File: src/rtl/ex_pipe_slot.sv
`default_nettype none
// ============================================================================
//  Module   : ex_pipe_slot
//  Brief    : Multi-lane valid/ready pipeline slot between execute
//             sub-stages. It handles per-lane cancel masking and a
//             whole-slot flush.
//             When the build macro PIPE_SLOT_SKID_EN is defined, the slot
//             holds two entries (head plus skid), so backpressure costs no
//             throughput and up_ready_o is fully registered.
//             Otherwise the slot is a single head register, and up_ready_o
//             passes dn_ready_i through combinationally.
//  Revision : 1.0 - initial release
// ============================================================================
module ex_pipe_slot #(
    parameter int              DW        = 64,
    parameter int              LANES     = 2,
    parameter logic [DW-1:0]   KILL_MASK = DW'(64'h1)
) (
    input  logic                  clk,
    input  logic                  rst,
    input  logic                  flush_i,
    input  logic                  up_valid_i,
    output logic                  up_ready_o,
    input  logic [LANES*DW-1:0]   up_data_i,
    input  logic [LANES-1:0]      up_cancel_i,
    output logic                  dn_valid_o,
    input  logic                  dn_ready_i,
    output logic [LANES*DW-1:0]   dn_data_o,
    output logic [LANES-1:0]      dn_cancel_o,
    output logic [1:0]            occ_o
);

    // The encoding equals the occupancy, so occ_o is taken straight from
    // the state register.
    typedef enum logic [1:0] {
        ST_EMPTY = 2'd0,
        ST_ONE   = 2'd1,
        ST_TWO   = 2'd2
    } state_t;

    state_t                 state_q,       state_d;
    logic                   dn_valid_q,    dn_valid_d;
    logic [LANES*DW-1:0]    head_data_q,   head_data_d;
    logic [LANES-1:0]       head_cancel_q, head_cancel_d;
`ifdef PIPE_SLOT_SKID_EN
    logic [LANES*DW-1:0]    skid_data_q,   skid_data_d;
    logic [LANES-1:0]       skid_cancel_q, skid_cancel_d;
    logic                   up_ready_q,    up_ready_d;
`endif

    logic                   w_up_ready;
    logic                   w_push;
    logic                   w_pop;
    logic [LANES*DW-1:0]    w_in_data;

    // A cancelled lane stays in the slot as a bubble. Its write-enable style
    // bits (KILL_MASK) are cleared here, so downstream stages never act on it.
    genvar k;
    generate
        for (k = 0; k < LANES; k++) begin : g_lane
            assign w_in_data[k*DW +: DW] = up_data_i[k*DW +: DW] &
                                           ~(up_cancel_i[k] ? KILL_MASK : {DW{1'b0}});
        end
    endgenerate

`ifdef PIPE_SLOT_SKID_EN
    // With a skid entry available, ready is a flop that depends only on the
    // occupancy.
    assign w_up_ready = up_ready_q;
`else
    // A single register can accept only when it is empty or is being
    // drained in this cycle.
    assign w_up_ready = ~dn_valid_q | dn_ready_i;
`endif

    // Qualify the handshakes. A flush suppresses both transfers.
    always_comb begin
        w_push = up_valid_i & w_up_ready & ~flush_i;
        w_pop  = dn_valid_q & dn_ready_i & ~flush_i;
    end

    // Compute the next occupancy and the next head/skid contents.
    always_comb begin
        state_d       = state_q;
        head_data_d   = head_data_q;
        head_cancel_d = head_cancel_q;
`ifdef PIPE_SLOT_SKID_EN
        skid_data_d   = skid_data_q;
        skid_cancel_d = skid_cancel_q;
`endif
        if (flush_i) begin
            // Data is left in place (don't-care). Cancel reads all-ones when
            // the slot is empty.
            state_d       = ST_EMPTY;
            head_cancel_d = '1;
        end else begin
            case (state_q)
                ST_EMPTY: begin
                    if (w_push) begin
                        state_d       = ST_ONE;
                        head_data_d   = w_in_data;
                        head_cancel_d = up_cancel_i;
                    end
                end
                ST_ONE: begin
`ifdef PIPE_SLOT_SKID_EN
                    if (w_push && w_pop) begin
                        head_data_d   = w_in_data;
                        head_cancel_d = up_cancel_i;
                    end else if (w_push) begin
                        state_d       = ST_TWO;
                        skid_data_d   = w_in_data;
                        skid_cancel_d = up_cancel_i;
                    end else if (w_pop) begin
                        state_d       = ST_EMPTY;
                        head_cancel_d = '1;
                    end
`else
                    // In this configuration a push while ONE always
                    // coincides with a pop.
                    if (w_push) begin
                        head_data_d   = w_in_data;
                        head_cancel_d = up_cancel_i;
                    end else if (w_pop) begin
                        state_d       = ST_EMPTY;
                        head_cancel_d = '1;
                    end
`endif
                end
`ifdef PIPE_SLOT_SKID_EN
                ST_TWO: begin
                    // ready is low in TWO, so only a pop can occur.
                    if (w_pop) begin
                        state_d       = ST_ONE;
                        head_data_d   = skid_data_q;
                        head_cancel_d = skid_cancel_q;
                    end
                end
`endif
                default: begin
                    state_d       = ST_EMPTY;
                    head_cancel_d = '1;
                end
            endcase
        end
        dn_valid_d = (state_d != ST_EMPTY);
`ifdef PIPE_SLOT_SKID_EN
        up_ready_d = (state_d != ST_TWO);
`endif
    end

    // State and registered outputs. Reset empties the slot immediately.
    always_ff @(posedge clk or posedge rst) begin
        if (rst) begin
            state_q       <= ST_EMPTY;
            dn_valid_q    <= 1'b0;
            head_data_q   <= '0;
            head_cancel_q <= '1;
`ifdef PIPE_SLOT_SKID_EN
            skid_data_q   <= '0;
            skid_cancel_q <= '1;
            up_ready_q    <= 1'b1;
`endif
        end else begin
            state_q       <= state_d;
            dn_valid_q    <= dn_valid_d;
            head_data_q   <= head_data_d;
            head_cancel_q <= head_cancel_d;
`ifdef PIPE_SLOT_SKID_EN
            skid_data_q   <= skid_data_d;
            skid_cancel_q <= skid_cancel_d;
            up_ready_q    <= up_ready_d;
`endif
        end
    end

    assign up_ready_o  = w_up_ready;
    assign dn_valid_o  = dn_valid_q;
    assign dn_data_o   = head_data_q;
    assign dn_cancel_o = head_cancel_q;
    assign occ_o       = state_q;

endmodule
`default_nettype wire

File: config.mk
export PLATFORM = sky130hd
export DESIGN_NAME = ex_pipe_slot
export DESIGN_NICKNAME = d
export VERILOG_FILES = /design/src/rtl/ex_pipe_slot.sv
export SDC_FILE = /design/constraint.sdc
export NUM_CORES = 1
export LEC_CHECK = 0
export CAP_MARGIN = 20
export CORE_UTILIZATION = 36
export DETAILED_ROUTE_END_ITERATION = 16
export HOLD_SLACK_MARGIN = 0.02
export PLACE_DENSITY_LB_ADDON = 0.05
export SYNTH_ARGS = -nofsm -noshare
export SYNTH_HDL_FRONTEND = slang
export SYNTH_SLANG_ARGS = --single-unit
File: constraint.sdc
create_clock -name clk -period 4.27 [get_ports clk]
set_input_delay 0.6405 -clock clk [delete_from_list [all_inputs] [get_ports clk]]
set_output_delay 0.6405 -clock clk [all_outputs]
set_load 0.03 [all_outputs]
**Run 1: M1 wires**

The bar under the picture is 20 um long.
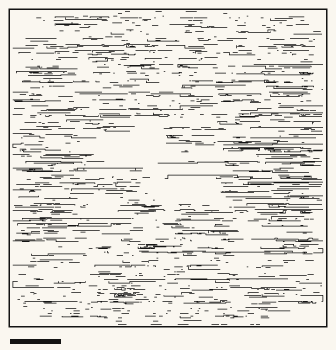
- share of all routed wire: 41%
- wire length on this layer: 5,550 um
total number of vias: 3,489
Routed WL: 13.4 mm
global-route track usage on met1: 21.8%

**Run 1: signal wires on met2**

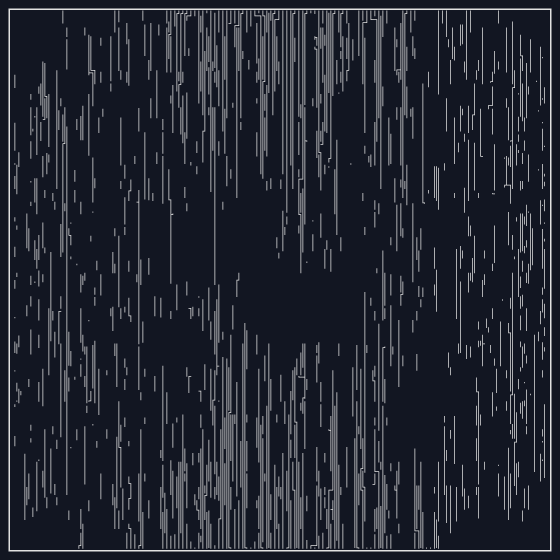
- share of all routed wire: 49%
- main direction: vertical
- longest straight run: 84.7 um
- nets with wire on the layer: 658
- wire length on this layer: 6,610 um
routing usage on met2: 29.1%

**Run 1: M3 wires**

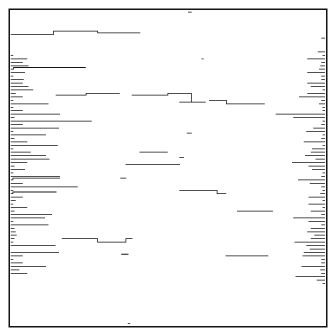
- share of all routed wire: 7.9%
- main direction: horizontal
- nets with wire on the layer: 137
- longest straight run: 31.5 um
met3 capacity usage during global routing: 7.43%

**Run 1: routing congestion map**

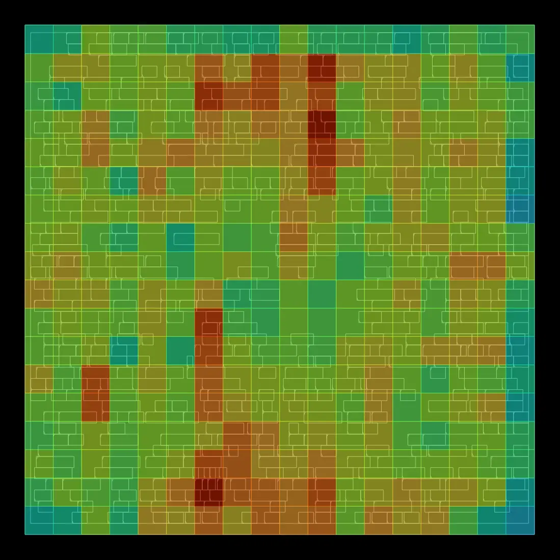
core utilization of the finished layout: 60.5%
average wire per standard cell: 17.5 um

run 1: kinds of logic (layout without fill, tap and decap cells):
group | Yosys count | after routing | synth area share [%]
AND-OR/OR-AND | 6 | 6 | 0.744
buffers and inverters | 16 | 306 | 2.72
flip-flops | 133 | 133 | 61.9
multiplexers | 128 | 128 | 33.6
other | 1 | 1 | 0.0697
AND/OR/NAND/NOR | 9 | 9 | 0.976
run 1: per-layer routing:
metal | wire (um) | share of wire [%] | vias to the layer above | global-route usage, %
met2 | 6610 | 49 | 154 | 29.1
met4 | 203 | 1.5 | 0 | 7.51
met5 | 0 | 0 | - | 0
met1 | 5550 | 41 | 1748 | 21.8
li1 | - | - | 1572 | -
met3 | 1060 | 7.9 | 15 | 7.43
==> run summary, run 1 <==
Implementation numbers.

- TritonCTS reports the number of clock sinks as 133.
- The count of buffering cells on the critical path with inverters included is 2.
- The area inside the core boundary is 14,500 um2.
- The layout report gives the register share of total cell area as 37.9%.
- The slew at the pin closest to its max-slew limit is 0.729 ns.
- The die covers 15,400 um2.
- The net switching share of the total power reads 30.6%.
- STA lists the startpoint of the worst register-to-register path as occ_o[1].
- The class of the tightest hold or removal check reads reg2reg.
- The count of different cell masters after synthesis reads 17.
- The highest supply drop recorded on VDD is 0.000279 V.
- Data on the critical path is required at its endpoint by 3.63 ns.
- The area used by sequential logic in the layout is 3330 um2.
- The data arrival time of the critical path is 2.02 ns.
- The fraction of the cycle the final worst path needs is 62.3%.
- The run finished with clean final reports.
- The final instance area is 8790 um2.
- The power share of the combinational group reads 34.5%.
- The count of TritonRoute iterations in the first routing pass reads 4.
- The area growth from synthesis to layout is 63.3%.
- The cell count after synthesis came out at 293.
- The multi-input gate count is 144.
- The post-synthesis cell count from yosys is 293.
- The report puts the cell count of the worst reg-to-reg path at 4.
- The maximum number of pins on one net before global-route repair is 80.
- The standby leakage power reads 4.02 nW.
- The post-CTS clock slew at the launch and capture registers of the worst setup and hold paths is 0.05 ns.
- The total inserted antenna cells reads 0.
- The tap cell instance count is 184.
- The power of the combinational group reads 1.59 mW.
- The post-placement cell area is 8240 um2.
- By startpoint and endpoint, the worst setup path is classified as in2out.
- The cell area after synthesis reads 5380 um2.
- In this run the post-CTS setup repair buffer count came out at 0.
- Summed over all failing endpoints, the final setup total negative slack is 0 ns.
- For this design the ratio of total power to cell area is 523 nW/um2.
- In the final layout, clock buffers and inverters account for 6.23% of the cell area.
- In the synthesized netlist, the cells that appear most often are 131 x sky130_fd_sc_hd__dfrtp_1, 98 x sky130_fd_sc_hd__mux2_4, 30 x sky130_fd_sc_hd__mux2_2, 11 x sky130_fd_sc_hd__buf_6.
- The reported clock group power is 1.36 mW.
- The horizontal die size reads 124 um.
- The main flop type is sky130_fd_sc_hd__dfrtp_1.
- The category of the worst setup path capture point reads an output pin.
- Total power for the finished layout comes to 4.60 mW.
- The net count after synthesis is 428.
- The die span in y reads 124 um.
- The critical path crosses 3 cells after its start point.
- The cell type with the largest total area reads sky130_fd_sc_hd__dfrtp_1.
- The script parses the final routing iteration and logs DRC violations as 0.
- The area taken by multi-input combinational cells is reported as 1910 um2.
- The flow reports power dissipated in sequential cells as 1.65 mW.
- Per the post-route antenna check, the number of violating nets is 0.
- The mean instance size in the synthesized netlist reads 18.4 um2.
==> run 2: changes to the inputs <==
- clock period: 4.27 -> 2.3 ns (I/O delays scaled with it)
**Run 2: M1 wires**

The bar under the picture is 20 um long.
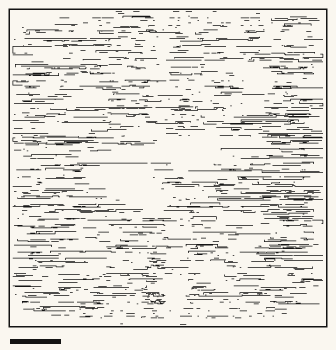
- wire length on this layer: 5,400 um
- share of all routed wire: 40%
- longest straight run: 29.9 um
- main direction: horizontal
total number of vias: 3,475
Routed WL: 13.4 mm
global-route track usage on met1: 21.1%

==> run 2 against run 1 <==
Total power grew 91%. Critical path type unchanged. Worst setup slack lost 1.3 ns. Largest cell class unchanged. Register-to-register slack lost 1.4 ns.
==> run summary, run 2 <==
Implementation numbers.

- The synthesized-area fraction occupied by xor and xnor cells reads 0%.
- The area fraction in mux cells reads 33.6%.
- The count of different cell masters after synthesis reads 17.
- The data required time reported for the critical path is 1.96 ns.
- The flip-flop and latch power is 3.06 mW.
- The total placed instance area reads 8280 um2.
- In the Yosys report the total cell count is 293.
- The area fraction in compound gates reads 0.744%.
- The total power of the final layout is 8.75 mW.
- The die span in y reads 124 um.
- The data arrival time of the critical path reads 1.69 ns.
- Walking the critical path from launch to capture passes 3 cell instances.
- The average wire per cell in the routed design reads 17.3 um.
- In this run the remaining antenna-violating nets after routing total 0.
- Summed over all nets, the switching power comes to 2.64 mW.
- Per the post-synthesis report, the nets total 428.
- After clock tree synthesis, the setup repair step added 0 buffers.
- The initial antenna violation count was 0.
- The standby leakage power reads 4.05 nW.
- The footprint of the multi-input gates reads 1910 um2.
- The count of TritonRoute iterations in the first routing pass reads 4.
- The minimum clock period after layout is 2.04 ns.
- The cell area after synthesis reads 5380 um2.
- The post-CTS clock slew at the launch and capture registers of the worst setup and hold paths is 0.05 ns.
- The maximum resistive drop on vdd reads 0.000533 V.
- Each instance of the synthesized netlist takes up on average 18.4 um2.
- Total power normalized to cell area comes to 985 nW/um2.
- The share of the core filled with cells in the final layout reads 61.1%.
- Yosys reports that the most numerous cell types are 131 x sky130_fd_sc_hd__dfrtp_1, 98 x sky130_fd_sc_hd__mux2_4, 30 x sky130_fd_sc_hd__mux2_2, 11 x sky130_fd_sc_hd__buf_6.
- The fraction of the cycle the final worst path needs is 88.7%.
- The post-CTS hold buffer count recorded in the log is 0.
- The run finished with clean final reports.
- The category of the worst setup path capture point reads an output pin.
- For this block, the initial DRC count from the detailed router was 99.
- The share of synthesized cell area in full adder, half adder and majority cells is 0%.
- In this run the standard cell core region covers 14,500 um2.
- Logic depth along the worst register-to-register path is recorded as 4.
- The number of cells produced by synthesis reads 293.
- The launch point of the worst register-to-register path is recorded as occ_o[1].
- The horizontal die dimension reported for this design is 124 um.
- The stage delay of the slowest cell on the critical path reads 0.68 ns.
- Per report_power, the Clock row totals 2.74 mW.
- For this run, the script counts the antenna cells in the layout as 0.
- In this run the worst hold path is classified as in2async.
- Combinational logic burns 33.8% of the power.
- The number of levels the H-tree was split into is 4.
- The area growth from synthesis to layout reads 65.1%.
- The area share of and/or/nand/nor cells after synthesis reads 0.976%.
- The largest combinational cell category by area is multiplexers.
- The total negative slack reads 0 ns.
- The cell type with the largest total area reads sky130_fd_sc_hd__dfrtp_1.
- The maximum number of pins on one net before global-route repair is 79.
- Per the synth stats, the flop cell with the highest instance count is sky130_fd_sc_hd__dfrtp_1.
- Setup slack on the worst path after placement came out at 0.267 ns.
- The final instance area is 8890 um2.
- The area used by sequential logic in the layout is 3330 um2.
- The kind of critical path reads in2out.
- The clock sink count reads 133.
- The net switching share of the total power reads 30.1%.
- The power of the combinational group reads 2.96 mW.
- The post-detailed-route DRC marker count reads 0.
- The die area is 15,400 um2.
- Along the critical path, the tally of buffer and inverter instances is 2.
**Run 2: M3 wires**

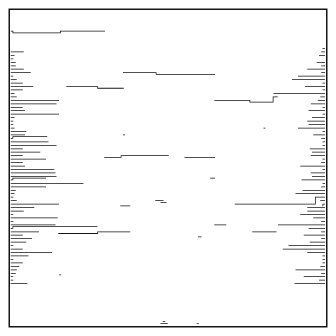
- share of all routed wire: 8.3%
- main direction: horizontal
- longest straight run: 33.1 um
- wire length on this layer: 1,100 um
- nets with wire on the layer: 141

run 2: cell type report:
type | instances | area share [%]
Clock buffer | 23 | 5.38
Multi-Input combinational cell | 144 | 21.5
Sequential cell | 133 | 37.5
Timing Repair Buffer | 275 | 31.5
Inverter | 2 | 0.127
Tap cell | 184 | 2.59
Clock inverter | 9 | 1.41
run 2: cell families after synthesis:
family	after synthesis
flip-flops	133
multiplexers	128
other	1
buffers and inverters	16
AND/OR/NAND/NOR	9
AND-OR/OR-AND	6
run 2: layer usage:
metal	global-route usage, %	wire, um	vias to the layer above
met1	21.1	5400	1711
li1	-	-	1583
met2	29.5	6540	160
met4	7.94	316	0
met5	0	0	-
met3	7.43	1100	21
Power figures rest on the tool's default switching activity, not on a simulated workload.
